## config.mk

```make
export PLATFORM = sky130hd
export DESIGN_NAME = shift_deserializer
export DESIGN_NICKNAME = d
export VERILOG_FILES = /design/src/rtl/shift_deserializer.sv
export SDC_FILE = /design/constraint.sdc
export NUM_CORES = 1
export LEC_CHECK = 0
export CORE_MARGIN = 1
export CORE_UTILIZATION = 35
export CTS_CLUSTER_DIAMETER = 40
export DETAILED_ROUTE_END_ITERATION = 6
export PLACE_DENSITY = 0.57
export RECOVER_POWER = 50
export SLEW_MARGIN = 5
export SYNTH_ARGS = -nofsm -noshare
export SYNTH_HDL_FRONTEND = slang
export SYNTH_SLANG_ARGS = --single-unit
```

## constraint.sdc

```tcl
create_clock -name clk -period 2.2 [get_ports clk]
set_input_delay 0.55 -clock clk [delete_from_list [all_inputs] [get_ports clk]]
set_output_delay 0.55 -clock clk [all_outputs]
set_load 0.005 [all_outputs]
```

## src/rtl/shift_deserializer.sv

```systemverilog
`default_nettype none
// ============================================================================
// Module      : shift_deserializer
// Description : Serial-to-parallel receive shifter. Collects one qualified
//               bit per clock, assembles WIDTH-bit words (MSB- or LSB-first,
//               chosen per frame) and presents each completed word on a
//               valid/ready output register with a sticky overrun flag.
// Revision    : 1.0 - initial release
// ============================================================================
module shift_deserializer #(
  parameter int WIDTH = 8
) (
  input  logic             clk,
  input  logic             rst,
  input  logic             frame_start,
  input  logic             bit_in,
  input  logic             bit_valid,
  input  logic             lsb_first,
  input  logic             d_ready,
  input  logic             clr_overrun,
  output logic [WIDTH-1:0] d_out,
  output logic             d_valid,
  output logic             busy,
  output logic             overrun
);

  // Counter only needs to reach WIDTH-1; completion wraps it back to 0.
  localparam int CNT_W = $clog2(WIDTH);
  localparam logic [CNT_W-1:0] C_CNT_LAST = CNT_W'(WIDTH - 1);
  localparam logic [CNT_W-1:0] C_CNT_ONE  = CNT_W'(1);

  typedef enum logic [0:0] {
    ST_IDLE  = 1'b0,
    ST_SHIFT = 1'b1
  } state_t;

  state_t           state_q,   state_d;
  logic [WIDTH-1:0] shreg_q,   shreg_d;
  logic [CNT_W-1:0] cnt_q,     cnt_d;
  logic             lsb_q,     lsb_d;
  logic [WIDTH-1:0] dout_q,    dout_d;
  logic             dvalid_q,  dvalid_d;
  logic             busy_q,    busy_d;
  logic             overrun_q, overrun_d;

  // Working values for the current cycle: a frame_start overrides the
  // stored frame context so a bit arriving on the same cycle belongs to
  // the new frame.
  logic             frame_active;
  logic             base_lsb;
  logic [CNT_W-1:0] base_cnt;
  logic [WIDTH-1:0] base_sh;
  logic [WIDTH-1:0] shifted;
  logic             word_done;
  logic             overrun_set;

  // Next-state logic for the shifter, counter and output register.
  always_comb begin
    state_d     = state_q;
    shreg_d     = shreg_q;
    cnt_d       = cnt_q;
    lsb_d       = lsb_q;
    dout_d      = dout_q;
    dvalid_d    = dvalid_q;
    overrun_d   = overrun_q;
    word_done   = 1'b0;
    overrun_set = 1'b0;

    frame_active = (state_q == ST_SHIFT) || frame_start;
    base_lsb     = frame_start ? lsb_first   : lsb_q;
    base_cnt     = frame_start ? '0          : cnt_q;
    base_sh      = frame_start ? '0          : shreg_q;

    // Direction decides which end the new bit enters from.
    if (base_lsb) begin
      shifted = {bit_in, base_sh[WIDTH-1:1]};
    end else begin
      shifted = {base_sh[WIDTH-2:0], bit_in};
    end

    // A restart silently drops the partial word and relatches direction.
    if (frame_start) begin
      state_d = ST_SHIFT;
      lsb_d   = lsb_first;
      cnt_d   = '0;
      shreg_d = '0;
    end

    // Accept a bit only inside a frame; IDLE ignores bit_valid.
    if (frame_active && bit_valid) begin
      shreg_d = shifted;
      if (base_cnt == C_CNT_LAST) begin
        word_done = 1'b1;
        cnt_d     = '0;
      end else begin
        cnt_d = base_cnt + C_CNT_ONE;
      end
    end

    // Consumer handshake retires the held word.
    if (dvalid_q && d_ready) begin
      dvalid_d = 1'b0;
    end

    // A completed word loads when the output slot is free or being freed
    // on this same edge; otherwise it is lost and flagged.
    if (word_done) begin
      if (!dvalid_q || d_ready) begin
        dout_d   = shifted;
        dvalid_d = 1'b1;
      end else begin
        overrun_set = 1'b1;
      end
    end

    // Set has priority over clear so a drop is never hidden.
    if (clr_overrun) begin
      overrun_d = 1'b0;
    end
    if (overrun_set) begin
      overrun_d = 1'b1;
    end

    busy_d = (state_d == ST_SHIFT) && (cnt_d != '0);
  end

  // State register with synchronous reset; all outputs come from flops.
  always_ff @(posedge clk) begin
    if (rst) begin
      state_q   <= ST_IDLE;
      shreg_q   <= '0;
      cnt_q     <= '0;
      lsb_q     <= 1'b0;
      dout_q    <= '0;
      dvalid_q  <= 1'b0;
      busy_q    <= 1'b0;
      overrun_q <= 1'b0;
    end else begin
      state_q   <= state_d;
      shreg_q   <= shreg_d;
      cnt_q     <= cnt_d;
      lsb_q     <= lsb_d;
      dout_q    <= dout_d;
      dvalid_q  <= dvalid_d;
      busy_q    <= busy_d;
      overrun_q <= overrun_d;
    end
  end

  assign d_out   = dout_q;
  assign d_valid = dvalid_q;
  assign busy    = busy_q;
  assign overrun = overrun_q;

endmodule
`default_nettype wire

```

==> run_1/ff_map.png <==
The bar under the picture is 20 microns long.
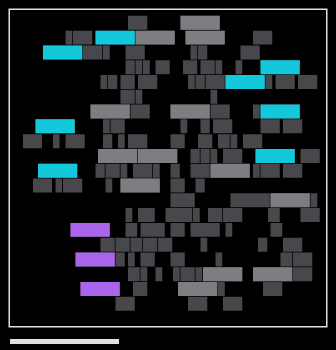
colour	signal	placed flops
purple	cnt_q	3
cyan	d_out	8

==> run_1/clock_nets.png <==
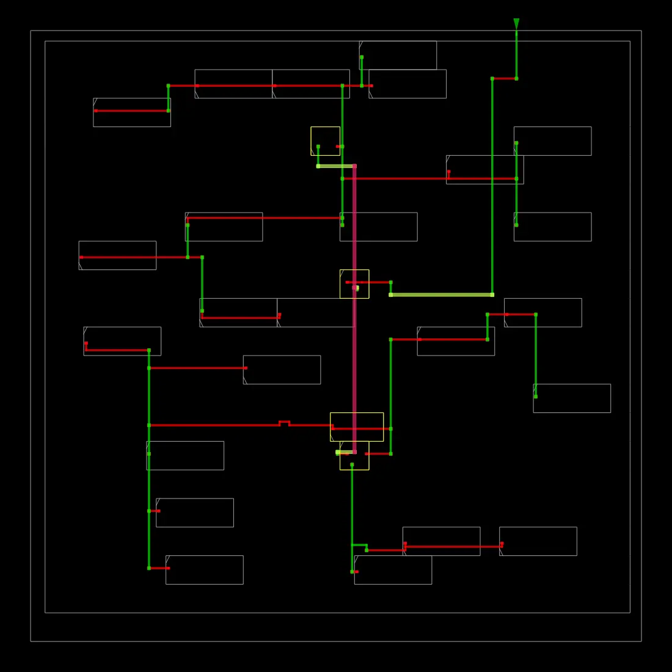
Worst Clk Skew: 0.00422 ns
clock buffers: 4

==> run_1/sizing.png <==
The bar under the picture is 20 microns long.
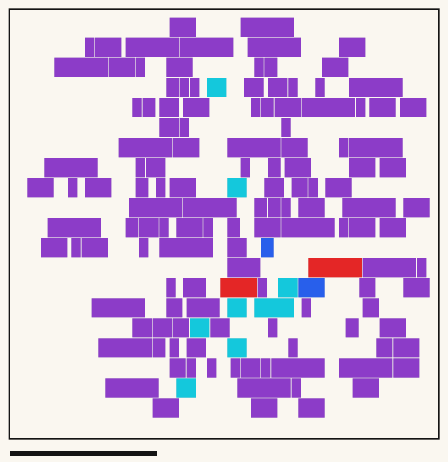
colour	size	cells	share
red	x6 and larger	2	1.4%
purple	x1 and smaller	130	92%
cyan	x3 and x4	8	5.6%
blue	x2	2	1.4%

==> results.json, run 1 <==
{
  "crit_required_ns": 2.44,
  "leakage_nw": 0.573,
  "yosysChipArea_sq_um": 1100,
  "final-comb-area_sq_um": 554,
  "min_period_ns": 1.94,
  "pwr-share-clk": 0.316,
  "numCtsBuffers": 3,
  "core-area_sq_um": 3030,
  "syn_to_final_growth_pct": 24.5,
  "grt_pass1_wl_microns": 3480,
  "synth.distinct_cells": 23,
  "slew_headroom": 0.690,
  "synth_top_area_share": 0.436,
  "vias": 896,
  "cp.arrival_ns": 2.18,
  "postSynthCellCount": 120,
  "worst_pin_slew_ns": 0.464,
  "endpoint_kind": "flip-flop",
  "status": "finished clean",
  "ys_seq_share": 0.436,
  "n_antenna_cell": 0,
  "final_layout_size_suffix_gt1_frac": 0.0845,
  "lay_top_cells": "28 x nor2_1, 24 x dfxtp_1, 17 x mux2i_1",
  "syn_nets": 130,
  "drv_cap": 0,
  "clock_latency_ns": 0.32,
  "rows": 20,
  "largestClassByArea": "combinational gates",
  "hold_depth": 2,
  "p_seq_frac": 0.591,
  "cts.sinks": 24,
  "post-route-util": 0.453,
  "die_h_microns": 58.1,
  "overflow": 0,
  "antenna_found_initial": 0,
  "logic_gate_count": 87,
  "nNonClkBuffers": 26,
  "io_buffer_count": 18,
  "grt_pass1_vias": 788,
  "tap_cells": 44,
  "clock_cell_area_share": 0.0264,
  "place_ws_ns": 0.00272
}
run 1: routing by layer:
metal / GRT usage / wire (microns)
met2: 0.202 / 871
met1: 0.185 / 1070
met5: 0 / 0
met3: 0.0223 / 77
met4: 0.0714 / 27
run 1: registers in the layout, indices dropped and copies added (netlist names):
register and cells:
state_q 1, overrun 1, d_out 8, shreg_q 8, cnt_q 3, lsb_q 1
busy 1, d_valid 1
run 1: Yosys cell counts, drive strengths merged:
| library cell | instances |
|---|---|
| o22ai | 2 |
| nor2 | 28 |
| nand2b | 1 |
| dfxtp | 24 |
| clkbuf | 2 |
| nor2b | 4 |
| inv | 1 |
| nand3 | 2 |
| a22oi | 2 |
| o21bai | 1 |
| xnor2 | 1 |
| ha | 2 |
| buf | 6 |
| nand2 | 5 |
| mux2i | 17 |
| a21oi | 10 |
| nor3b | 9 |
| o21ai | 1 |
| o21a | 2 |
run 1: power by group through the flow:
stage	clock network, mW	logic, mW	registers (mW)
after floorplan	0	0.0518	0.454
after global placement	0	0.0745	0.458
after detailed placement	0	0.0750	0.458
after CTS	0.252	0.0756	0.449
after global routing	0.263	0.0771	0.450
final	0.240	0.0706	0.448
run 1: critical path: stages:
cell and delay [ns]:
dlygate4sd3_1 0.60, nor2b_1 0.18, ha_1 0.17, ha_1 0.22, a22oi_1 0.22, nand2_1 0.08
o21a_1 0.16
run 1: worst paths after layout:
kind | from | end | slack, ns
worst min register to register | d_out[1] | d_out[1] | 0.50
worst max-delay path | frame_start | busy | 0.26
worst max register to register | cnt_q[1] | busy | 0.71
worst min-delay path | d_out[1] | d_out[1] | 0.50
run 1: cells by family after synthesis:
family | synth area share
xor+xnor | 0.00795
mux | 0.154
buf+inv | 0.0488
flops | 0.436
simple gates | 0.216
compound gates | 0.115
fa+ha+maj | 0.0227
==> run_1/clock_wires.png <==
The bar under the picture is 20 microns long.
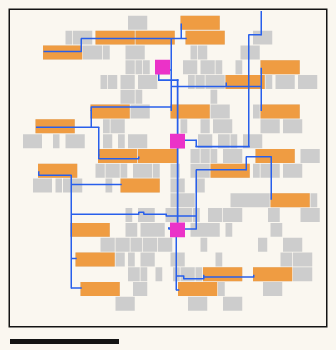

--- run 2 (diff from run 1) ---
RECOVER_POWER = 25   (was 50)
==> run_2/clock_wires.png <==
The bar under the picture is 20 microns long.
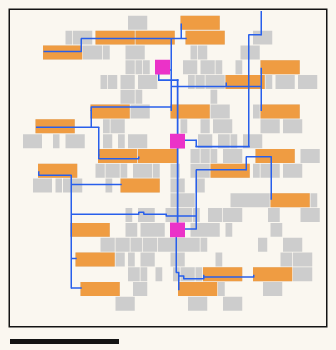
[magenta] clock-net drivers | count: 3
[orange] flip-flops | count: 24
[blue] clock wires | length: 317 microns
routed clock nets	4

==> results.json, run 2 <==
{
  "status": "finished clean",
  "crit_start": "frame_start",
  "grt_pass1_vias": 788,
  "clock_latency_ns": 0.32,
  "vias": 893,
  "syn_nets": 130,
  "numCtsBuffers": 3,
  "path_buffers": 3,
  "rows": 20,
  "synthArstFlopShare": 0,
  "lay_top_cells": "28 x nor2_1, 24 x dfxtp_1, 17 x mux2i_1",
  "seq_power_uw": 448,
  "endpoint_kind": "flip-flop",
  "final_layout_size_suffix_gt1_frac": 0.0915,
  "cp.arrival_ns": 2.20,
  "n_antenna_cell": 0,
  "synth.distinct_cells": 23,
  "cts.sinks": 24,
  "synth-edff-count": 0,
  "cp_top_family": "buffers and inverters",
  "power_combinational_uw": 71.7,
  "overflow": 0,
  "ys_seq_share": 0.436,
  "crit_required_ns": 2.47,
  "io_buffer_count": 18,
  "r2r_start": "cnt_q[1]",
  "core-area_sq_um": 3030,
  "pwr-share-clk": 0.315,
  "top_cells_by_count": "28 x nor2_1, 24 x dfxtp_1, 17 x mux2i_1",
  "antenna_found_initial": 0,
  "die_h_microns": 58.1,
  "min_period_ns": 1.94,
  "clock_power_uw": 239,
  "grt_pass1_wl_microns": 3480,
  "slowest_stage": "dlygate4sd3_1",
  "syn_to_final_growth_pct": 25.8,
  "hp-start": "d_out[1]",
  "slew_headroom": 0.691,
  "synth_top_area_share": 0.436,
  "gp_congestion": 0.697,
  "p_seq_frac": 0.591,
  "yosysChipArea_sq_um": 1100,
  "yosysCellCount": 120,
  "postSynthCellCount": 120,
  "leakage_nw": 0.569,
  "worst_pin_slew_ns": 0.463,
  "syn_area_per_cell_sq_um": 9.19
}
==> run_2/closeup.png <==
Region (28, 0) to (58, 30) microns. Cells in grey, sequential cells in the stronger grey; small squares are vias.
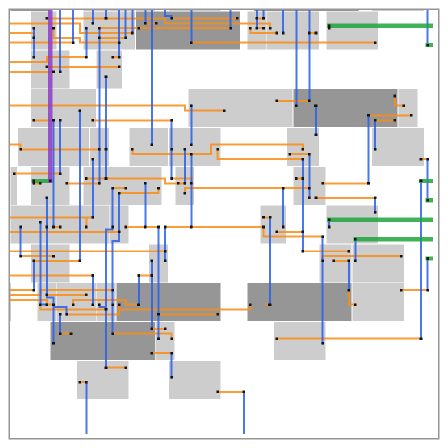
colour	layer
orange	M1
blue	M2
green	M3
purple	M4
sequential cells in the window	5
cells with their middle in the window	41
most frequent	clkdlybuf4s50_1 (7), dfxtp_1 (5), nand2_1 (4)

==> run 2: cells by family after synthesis <==
logic type | Yosys count | synth area share
buffers and inverters | 9 | 0.0488
xor gates and xnor gates | 1 | 0.00795
and+or+nand+nor | 49 | 0.216
DFF | 24 | 0.436
AOI/OAI and AO/OA | 18 | 0.115
adders and majority gates | 2 | 0.0227
muxes | 17 | 0.154
==> run 2: worst paths after layout <==
path | end | slack [ns] | depth (start not counted)
max | shreg_q[1] | 0.26 | 7
min | d_out[1] | 0.51 | 2
min reg2reg | d_out[1] | 0.51 | 2
max reg2reg | busy | 0.73 | 6
==> run 2: worst register-to-register path, cell delays in order, from the launching register on <==
cell	delay [ns]
dfxtp_1	0.33
nor2b_1	0.14
ha_1	0.20
ha_1	0.31
a22oi_4	0.18
nand2_1	0.07
o21a_1	0.16
==> run 2: layer usage <==
layer  share of wire  global-route usage  vias to the layer above
met3           0.040              0.0223                        3
met1            0.52               0.185                      412
met2            0.43               0.202                       24
li1                -                   -                      454
met5               0                   0                        -
met4           0.013              0.0714                        0
==> run 2: final cells by class <==
| class | instances | area [sq um] | area share |
|---|---|---|---|
| well taps | 44 | 55.1 | 0.0397 |
| flip-flops and latches | 24 | 480 | 0.347 |
| inverters | 1 | 3.75 | 0.00271 |
| repair buffers | 26 | 243 | 0.175 |
| multi-input cells | 87 | 568 | 0.410 |
| clock buffers | 4 | 36.3 | 0.0262 |
==> run 2: per-stage QoR <==
stage	hold WS (ns)	cell area (sq um)	worst slack [ns]	util
after floorplan	0.483	1100	0.480	-
after global placement	0.473	1360	0.0378	0.449
after detailed placement	0.482	1360	0.00272	0.449
after CTS	0.514	1400	0.361	0.461
after global routing	0.544	1390	0.163	0.458
final	0.506	1390	0.263	0.458
==> run_2/ff_map.png <==
The bar under the picture is 20 microns long.
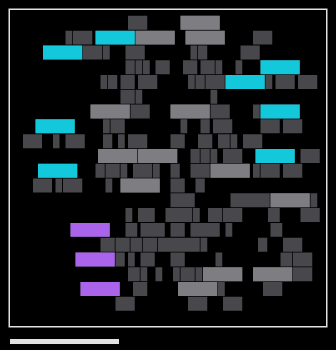

--- run 3 (diff from run 2) ---
SKIP_CTS_REPAIR_TIMING = 1   (was not set)
TNS_END_PERCENT = 20   (was not set)
clock period = 2 ns   (was 2.2 ns; I/O delays follow)
==> run_3/ff_map.png <==
The bar under the picture is 20 microns long.
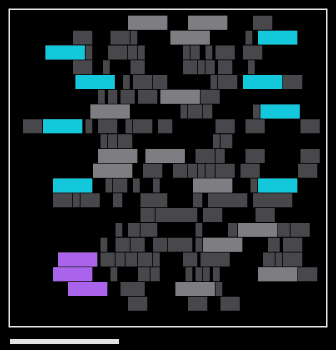
colour	signal	placed flops
purple	cnt_q	3
cyan	d_out	8
not coloured	13

==> run_3/clock_wires.png <==
The bar under the picture is 20 microns long.
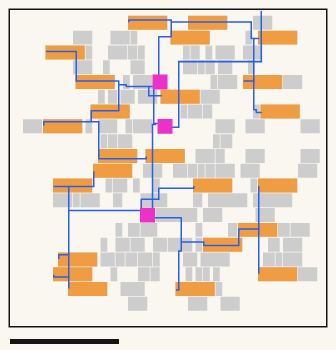
[magenta] clock-net drivers | count: 3
[orange] flip-flops | count: 24
[blue] clock wires | length: 313 microns
flops lie	spread over the die
routed clock nets	4

==> results.json, run 3 <==
{
  "fin_ws_ns": 0.177,
  "final_area_sq_um": 1400,
  "placed_area_sq_um": 1370,
  "overflow": 0,
  "r2r_cells": 6,
  "grt_pass1_wl_microns": 3420,
  "synthArstFlopShare": 0,
  "status": "finished clean",
  "cp_common_cell": "ha_1",
  "r2r_slack_ns": 0.52,
  "max_stage_delay_ns": 0.54,
  "cp.arrival_ns": 2.05,
  "clock_latency_ns": 0.31,
  "synth_top_area_share": 0.436,
  "r2r_start": "cnt_q[0]",
  "cts.sinks": 24,
  "synth.distinct_cells": 23,
  "holdWs_ns": 0.514,
  "syn_to_final_growth_pct": 26.7,
  "path_cells": "clkdlybuf4s50_1 -> nor2b_1 -> ha_1 -> ha_1 -> a22oi_4 -> nand2_1 -> o21a_1",
  "hold_depth": 2,
  "die_h_microns": 58.1,
  "synth-edff-count": 0,
  "io_buffer_count": 18,
  "numCtsBuffers": 3,
  "syn_nets": 130,
  "vias": 854,
  "path_buffers": 1,
  "endpoint_kind": "flip-flop"
}
[run 3: netlist changes by cell type in the layout (fill, tap and decap cells not counted)]
cell             previous run  this run
clkdlybuf4s50_1            16        17
clkbuf_2                    1         2
dlygate4sd3_1               2         1
buf_12                      1         2
buf_4                       4         2
[run 3: worst reg2reg max path: stages (launching register included)]
cell and delay, ns:
dfxtp_1 0.37, nor2b_1 0.19, ha_1 0.18, ha_1 0.25, a22oi_4 0.18, nand2_1 0.07
o21a_1 0.16
[run 3: area by class of cell]
type                            count  area [sq um]
Multi-Input combinational cell     87           568
Sequential cell                    24           480
Inverter                            1          3.75
Fill cell                         307          1630
Tap cell                           44          55.1
Clock buffer                        4          36.3
Timing Repair Buffer               26           253
[run 3: metal layers]
layer / global-route usage / vias up / share of wire
met4: 0.0612 / 0 / 0.0083
met2: 0.199 / 16 / 0.42
li1: - / 453 / -
met3: 0.0246 / 2 / 0.036
met5: 0 / - / 0
met1: 0.179 / 383 / 0.53
[run 3: report_power, final]
part	switching, mW	total, mW	leakage [nW]	internal (mW)
registers	0.00811	0.494	0.194	0.486
logic	0.0413	0.0815	0.358	0.0401
clock network	0.149	0.260	0.0210	0.111
[run 3: kinds of logic after synthesis]
kind of cell / share of synthesized area
adder cells (fa/ha/maj): 0.0227
buffers and inverters: 0.0488
AND/OR/NAND/NOR: 0.216
XOR/XNOR: 0.00795
AND-OR/OR-AND: 0.115
flip-flops: 0.436
multiplexers: 0.154
[run 3: worst max path at each step]
stage	end	start	cells after the start	slack (ns)
detailed placement	busy	frame_start	7	-0.19
floorplan	busy	frame_start	7	0.33
finish	busy	frame_start	7	0.18
CTS	busy	frame_start	7	0.17
global placement	busy	frame_start	7	-0.12
global route	d_out[4]	frame_start	8	0.12
No activity file was given, so power comes from the tool's default toggle rates.
